File: config.mk
export PLATFORM = sky130hd
export DESIGN_NAME = muldiv_unit
export DESIGN_NICKNAME = d
export VERILOG_FILES = /design/src/rtl/muldiv_unit_pkg.sv /design/src/rtl/muldiv_unit.sv
export SDC_FILE = /design/constraint.sdc
export NUM_CORES = 1
export LEC_CHECK = 0
export ABC_AREA = 1
export ABC_CLOCK_PERIOD_IN_PS = 5500
export CORE_MARGIN = 2
export CORE_UTILIZATION = 56
export CTS_BUF_LIST = sky130_fd_sc_hd__clkbuf_4 sky130_fd_sc_hd__clkbuf_8
export DETAILED_ROUTE_END_ITERATION = 16
export GPL_TIMING_DRIVEN = 0
export PLACE_DENSITY = 0.8
export SYNTH_ARGS = -nofsm -noshare
export SYNTH_HDL_FRONTEND = slang
export SYNTH_SLANG_ARGS = --single-unit
File: constraint.sdc
create_clock -name clk -period 5.5 [get_ports clk]
set_clock_uncertainty 0.1 [all_clocks]
set_input_delay 0.55 -clock clk [delete_from_list [all_inputs] [get_ports clk]]
set_output_delay 0.55 -clock clk [all_outputs]
set_load 0.02 [all_outputs]
File: src/rtl/muldiv_unit_pkg.sv
// ============================================================================
// Module   : muldiv_unit_pkg
// Purpose  : Shared operation codes, FSM state encodings and helpers for the
//            iterative multiply/divide unit.
// Revision : 1.0 - initial release
// ============================================================================
`default_nettype none

package muldiv_unit_pkg;

  // Operation codes presented on i_op
  localparam logic [2:0] MUXOP_MULT  = 3'd0;
  localparam logic [2:0] MUXOP_MULTU = 3'd1;
  localparam logic [2:0] MUXOP_DIV   = 3'd2;
  localparam logic [2:0] MUXOP_DIVU  = 3'd3;
  localparam logic [2:0] MUXOP_MTHI  = 3'd4;
  localparam logic [2:0] MUXOP_MTLO  = 3'd5;

  // Sequencer states
  localparam logic [1:0] ST_IDLE = 2'd0;
  localparam logic [1:0] ST_MUL  = 2'd1;
  localparam logic [1:0] ST_DIV  = 2'd2;
  localparam logic [1:0] ST_FIX  = 2'd3;

  // Signed operations work on magnitudes and fix the signs at the end
  function automatic logic is_signed_op(input logic [2:0] op);
    return (op == MUXOP_MULT) || (op == MUXOP_DIV);
  endfunction

endpackage

`default_nettype wire

File: src/rtl/muldiv_unit.sv
// ============================================================================
// Module   : muldiv_unit
// Purpose  : Iterative HI/LO multiply/divide unit. One shift-add (multiply)
//            or restoring (divide) step per cycle on magnitudes, followed by a
//            single sign-fix cycle that writes HI/LO.
// Revision : 1.0 - initial release
// ============================================================================
`default_nettype none

module muldiv_unit
  import muldiv_unit_pkg::*;
#(
  parameter int WIDTH = 32
) (
  input  logic             clk,
  input  logic             rst,
  input  logic             i_start,
  input  logic [2:0]       i_op,
  input  logic [WIDTH-1:0] i_a,
  input  logic [WIDTH-1:0] i_b,
  input  logic             i_cancel,
  output logic             o_busy,
  output logic             o_done,
  output logic [WIDTH-1:0] o_hi,
  output logic [WIDTH-1:0] o_lo
);

  localparam int               CNT_W    = $clog2(WIDTH) + 1;
  localparam logic [CNT_W-1:0] CNT_LOAD = CNT_W'(WIDTH);
  localparam logic [CNT_W-1:0] CNT_ONE  = CNT_W'(1);

  logic [1:0]         r_state;
  logic [1:0]         w_next_state;
  logic [CNT_W-1:0]   r_cnt;
  // MUL: {partial product, multiplier}; DIV: {remainder, quotient}
  logic [2*WIDTH-1:0] r_acc;
  // Multiplicand (MUL) or divisor (DIV) magnitude
  logic [WIDTH-1:0]   r_b;
  logic [WIDTH-1:0]   r_hi;
  logic [WIDTH-1:0]   r_lo;
  logic               r_sign_a;
  logic               r_sign_b;
  logic               r_is_div;
  logic               r_done;

  logic               w_accept;
  logic               w_last;
  logic               w_fix_write;
  logic               w_div_step_en;
  logic               w_a_neg;
  logic               w_b_neg;
  logic [WIDTH-1:0]   w_a_abs;
  logic [WIDTH-1:0]   w_b_abs;
  logic [WIDTH:0]     w_add_a;
  logic [WIDTH:0]     w_add_b;
  logic [WIDTH:0]     w_sum;
  logic [2*WIDTH-1:0] w_mul_step;
  logic [2*WIDTH-1:0] w_div_step;
  logic [2*WIDTH-1:0] w_prod;
  logic [WIDTH-1:0]   w_quot;
  logic [WIDTH-1:0]   w_rem;
  logic [WIDTH-1:0]   w_fix_hi;
  logic [WIDTH-1:0]   w_fix_lo;

  assign w_accept = i_start & ~i_cancel & (r_state == ST_IDLE);
  assign w_last   = (r_cnt == CNT_ONE);

  // Operand magnitudes and signs captured at accept time
  assign w_a_neg = is_signed_op(i_op) & i_a[WIDTH-1];
  assign w_b_neg = is_signed_op(i_op) & i_b[WIDTH-1];
  assign w_a_abs = w_a_neg ? -i_a : i_a;
  assign w_b_abs = w_b_neg ? -i_b : i_b;

  // Single WIDTH+1 bit adder: add for MUL, subtract (a + ~b + 1) for DIV
  assign w_div_step_en = (r_state == ST_DIV);
  assign w_add_a = w_div_step_en ? r_acc[2*WIDTH-1:WIDTH-1] : {1'b0, r_acc[2*WIDTH-1:WIDTH]};
  assign w_add_b = w_div_step_en ? ~{1'b0, r_b} : {1'b0, r_b};
  assign w_sum   = w_add_a + w_add_b + {{WIDTH{1'b0}}, w_div_step_en};

  // Shift-add step: carry-out of the add becomes the new accumulator MSB
  assign w_mul_step = r_acc[0] ? {w_sum, r_acc[WIDTH-1:1]} : {1'b0, r_acc[2*WIDTH-1:1]};

  // Restoring step: keep the difference only when it is non-negative
  assign w_div_step = w_sum[WIDTH] ? {r_acc[2*WIDTH-2:0], 1'b0}
                                   : {w_sum[WIDTH-1:0], r_acc[WIDTH-2:0], 1'b1};

  // Sign fix-up; a zero divisor leaves remainder=|a| so HI restores to a
  assign w_prod   = (r_sign_a ^ r_sign_b) ? -r_acc : r_acc;
  assign w_quot   = r_acc[WIDTH-1:0];
  assign w_rem    = r_acc[2*WIDTH-1:WIDTH];
  assign w_fix_hi = r_is_div ? (r_sign_a ? -w_rem : w_rem) : w_prod[2*WIDTH-1:WIDTH];
  assign w_fix_lo = !r_is_div        ? w_prod[WIDTH-1:0] :
                    (r_b == '0)      ? {WIDTH{1'b1}}     :
                    (r_sign_a ^ r_sign_b) ? -w_quot : w_quot;

  // State register
  always_ff @(posedge clk or posedge rst) begin
    if (rst) r_state <= ST_IDLE;
    else     r_state <= w_next_state;
  end

  // Next-state logic; cancel overrides everything including a new start
  always_comb begin
    w_next_state = r_state;
    if (i_cancel) begin
      w_next_state = ST_IDLE;
    end else begin
      case (r_state)
        ST_IDLE: begin
          if (i_start) begin
            if (i_op == MUXOP_MULT || i_op == MUXOP_MULTU) w_next_state = ST_MUL;
            else if (i_op == MUXOP_DIV || i_op == MUXOP_DIVU) w_next_state = ST_DIV;
          end
        end
        ST_MUL:  if (w_last) w_next_state = ST_FIX;
        ST_DIV:  if (w_last) w_next_state = ST_FIX;
        default: w_next_state = ST_IDLE;
      endcase
    end
  end

  // State-decoded outputs
  always_comb begin
    o_busy      = (r_state != ST_IDLE);
    w_fix_write = (r_state == ST_FIX) & ~i_cancel;
  end

  // Datapath, counter and HI/LO registers
  always_ff @(posedge clk or posedge rst) begin
    if (rst) begin
      r_cnt    <= '0;
      r_acc    <= '0;
      r_b      <= '0;
      r_hi     <= '0;
      r_lo     <= '0;
      r_sign_a <= 1'b0;
      r_sign_b <= 1'b0;
      r_is_div <= 1'b0;
      r_done   <= 1'b0;
    end else begin
      r_done <= w_fix_write;
      if (i_cancel) begin
        r_cnt <= '0;
      end else begin
        case (r_state)
          ST_IDLE: begin
            if (w_accept) begin
              case (i_op)
                MUXOP_MTHI: r_hi <= i_a;
                MUXOP_MTLO: r_lo <= i_a;
                MUXOP_MULT, MUXOP_MULTU: begin
                  r_acc    <= {{WIDTH{1'b0}}, w_b_abs};
                  r_b      <= w_a_abs;
                  r_sign_a <= w_a_neg;
                  r_sign_b <= w_b_neg;
                  r_is_div <= 1'b0;
                  r_cnt    <= CNT_LOAD;
                end
                MUXOP_DIV, MUXOP_DIVU: begin
                  r_acc    <= {{WIDTH{1'b0}}, w_a_abs};
                  r_b      <= w_b_abs;
                  r_sign_a <= w_a_neg;
                  r_sign_b <= w_b_neg;
                  r_is_div <= 1'b1;
                  r_cnt    <= CNT_LOAD;
                end
                default: ;
              endcase
            end
          end
          ST_MUL: begin
            r_acc <= w_mul_step;
            r_cnt <= r_cnt - CNT_ONE;
          end
          ST_DIV: begin
            r_acc <= w_div_step;
            r_cnt <= r_cnt - CNT_ONE;
          end
          default: begin
            r_hi <= w_fix_hi;
            r_lo <= w_fix_lo;
          end
        endcase
      end
    end
  end

  assign o_done = r_done;
  assign o_hi   = r_hi;
  assign o_lo   = r_lo;

endmodule

`default_nettype wire
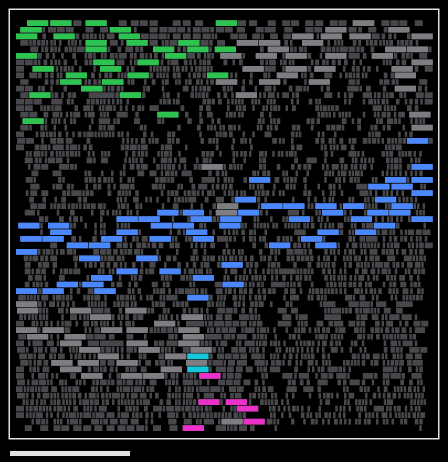
Fig. 1. Where the registers sit.
The bar under the picture is 50 um long.
`r_acc` -> blue  # placed flops 64, where a horizontal strip, middle
`r_cnt` -> magenta  # placed flops 6, where bottom middle
`o_lo` -> green  # placed flops 32
`r_state` -> cyan  # placed flops 2
not colored = 68

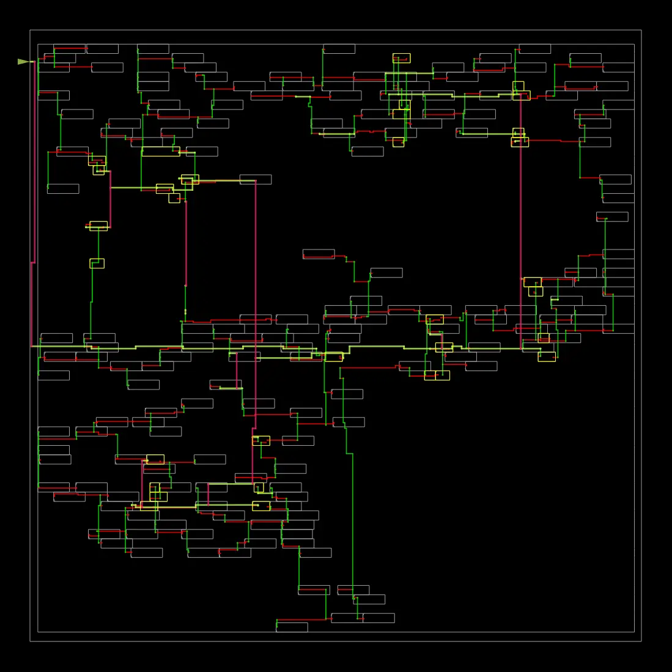
Fig. 2. Clock wiring as the flow saved it.
number of CTS-inserted buffers: 17
total of clock buffers placed in the layout: 19

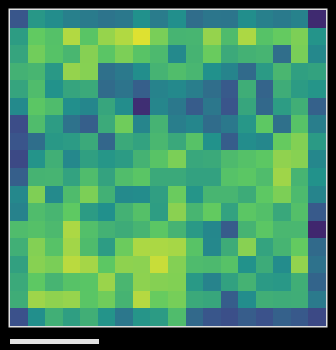
Fig. 3. Cell area per tile.
The bar under the picture is 50 um long. The die is cut into 18 by 18 equal tiles; dark purple is low, yellow is high, 0 to 100% covered.
fullest tile = 95%
mean over tiles = 59%
tiles over 75% full = 18%

==> flow_metrics.rpt <==
IMPLEMENTATION SUMMARY REPORT
----------------------------------------------------
[Critical path]
  Startpoint type of the worst setup path ........................ flip-flop
  Terminus of the critical flop-to-flop path ........................ r_acc[43]
  Critical path data arrival time ........................ 4.61 ns
  Worst Reg2Reg Path Length in Cells ........................ 20
  Crit path max-delay family ........................ buffers and inverters

[Detailed routing]
  First-pass detailed-route iteration total ........................ 9
  Via density per instance ........................ 6.32
  WL/cell ........................ about 22 um

[Clock tree]
  Clk Latency, worst-skew pair ........................ between 0.5 and 0.6 ns
  Total number of H-tree levels ........................ 4
  Clock slew seen by the registers of the worst setup and hold paths ........................ 0.12 ns

[Place]
  Routability congestion estimate from global placement ........................ roughly 1.1
  Post-Place Worst Slack ........................ ~1.4 ns

[Pwr]
  Reported net switching power ........................ 9120 uW
  Power density over cell area ........................ 771 nW/um2
  Total chip power ........................ roughly 15000 uW

[Final layout]
  Leading cell category by total area ........................ logic gates
  Flip-flop and latch area ........................ 4300 um2
  Multi-input logic portion of the cell area ........................ 57.3%
  Count of non-CTS buffers in the layout ........................ 263
  Comb area ........................ 11000 um2
  Inverters excl. clock ........................ between 200 and 300

[Timing]
  Endpoints failing setup ........................ 0
  Slew Limit Headroom ........................ 45.2%
  Achievable Freq ........................ 233 MHz

[Floorplanning]
  Chip footprint ........................ 31800 um2
  Number of well-tap cells placed ........................ between 300 and 400
  I/O pin cnt ........................ between 100 and 150

[Synthesis]
  Number of flip-flops and latches in the synthesized netlist ........................ 172
  Cells in synth_stat.txt ........................ 2791

[Outcome]
  Result of the run ........................ finished clean

[Min path]
  Class of the tightest hold or removal check ........................ in -> async

[Global routing]
  Antenna violations before repair ........................ 0
  Total overflow reported by the global router ........................ 0

----------------------------------------------------
==> routing by layer <==
metal  wire length [um]  GRT usage (%)
met5                  0              0
met2              31500           69.6
met1              27400           58.9
met4               6140           33.2
met3               9360           12.0
==> power by group through the flow <==
stage | clock network, uW | registers, uW | logic (uW)
floorplan | 0 | 2570 | 7130
global placement | 0 | 2500 | 10600
detailed placement | 0 | 2520 | 10700
CTS | 973 | 2500 | 10800
global route | 1020 | 2590 | 12100
finish | 986 | 2560 | 11300
==> synthesized netlist by cell type, types with 2 or more instances <==
library cell / instances
sky130_fd_sc_hd__o21bai_1: 8
sky130_fd_sc_hd__o211ai_1: 51
sky130_fd_sc_hd__ha_1: 43
sky130_fd_sc_hd__o21ai_1: 21
sky130_fd_sc_hd__or2_0: 2
sky130_fd_sc_hd__o21ai_0: 167
sky130_fd_sc_hd__xor2_1: 82
sky130_fd_sc_hd__clkbuf_1: 81
sky130_fd_sc_hd__clkbuf_2: 4
sky130_fd_sc_hd__nor2_4: 6
sky130_fd_sc_hd__nand2_1: 848
sky130_fd_sc_hd__inv_1: 270
sky130_fd_sc_hd__nor2_2: 22
sky130_fd_sc_hd__dfrtp_1: 172
sky130_fd_sc_hd__a21oi_2: 5
sky130_fd_sc_hd__xnor2_1: 24
sky130_fd_sc_hd__nor3_1: 25
sky130_fd_sc_hd__nand2_2: 21
sky130_fd_sc_hd__nand2_4: 5
sky130_fd_sc_hd__nand3_2: 7
sky130_fd_sc_hd__nor4_1: 6
sky130_fd_sc_hd__or2_2: 6
sky130_fd_sc_hd__buf_2: 24
sky130_fd_sc_hd__nand4_1: 32
sky130_fd_sc_hd__nand3_1: 222
sky130_fd_sc_hd__a21oi_1: 174
sky130_fd_sc_hd__a31oi_1: 10
sky130_fd_sc_hd__o22ai_1: 33
sky130_fd_sc_hd__inv_2: 14
sky130_fd_sc_hd__and2_1: 2
sky130_fd_sc_hd__o221ai_1: 14
sky130_fd_sc_hd__nor3_2: 6
sky130_fd_sc_hd__clkinv_1: 3
sky130_fd_sc_hd__o21ai_2: 3
sky130_fd_sc_hd__a211o_1: 2
sky130_fd_sc_hd__nand3b_1: 10
sky130_fd_sc_hd__buf_4: 5
sky130_fd_sc_hd__nor2_1: 315
sky130_fd_sc_hd__buf_1: 9
sky130_fd_sc_hd__a22oi_1: 14
==> registers in the layout (all words and copies together), names as in the netlist <==
| register | cells |
|---|---|
| r_b | 32 |
| r_state | 2 |
| r_sign_a | 1 |
| r_acc | 64 |
| o_done | 1 |
| r_is_div | 1 |
| o_hi | 32 |
| r_cnt | 6 |
| r_sign_b | 1 |
| o_lo | 32 |
==> through the flow <==
stage,TNS (ns),cell area [um2],std cells
floorplan,0,17000,2791
global placement,-344.74,18800,3317
detailed placement,0,18900,3318
CTS,0,19300,3350
global route,0,19300,3350
finish,0,19300,3350
==> kinds of logic (layout without fill, tap and decap cells) <==
family	Yosys count	in the layout	share of synthesized area [%]
xor+xnor	106	106	5.46
flops	172	172	25.3
fa+ha+maj	44	44	3.28
buf+inv	414	583	9.68
simple gates	1545	1545	39.1
compound gates	510	510	17.2
No activity file was given, so power comes from the tool's default toggle rates.
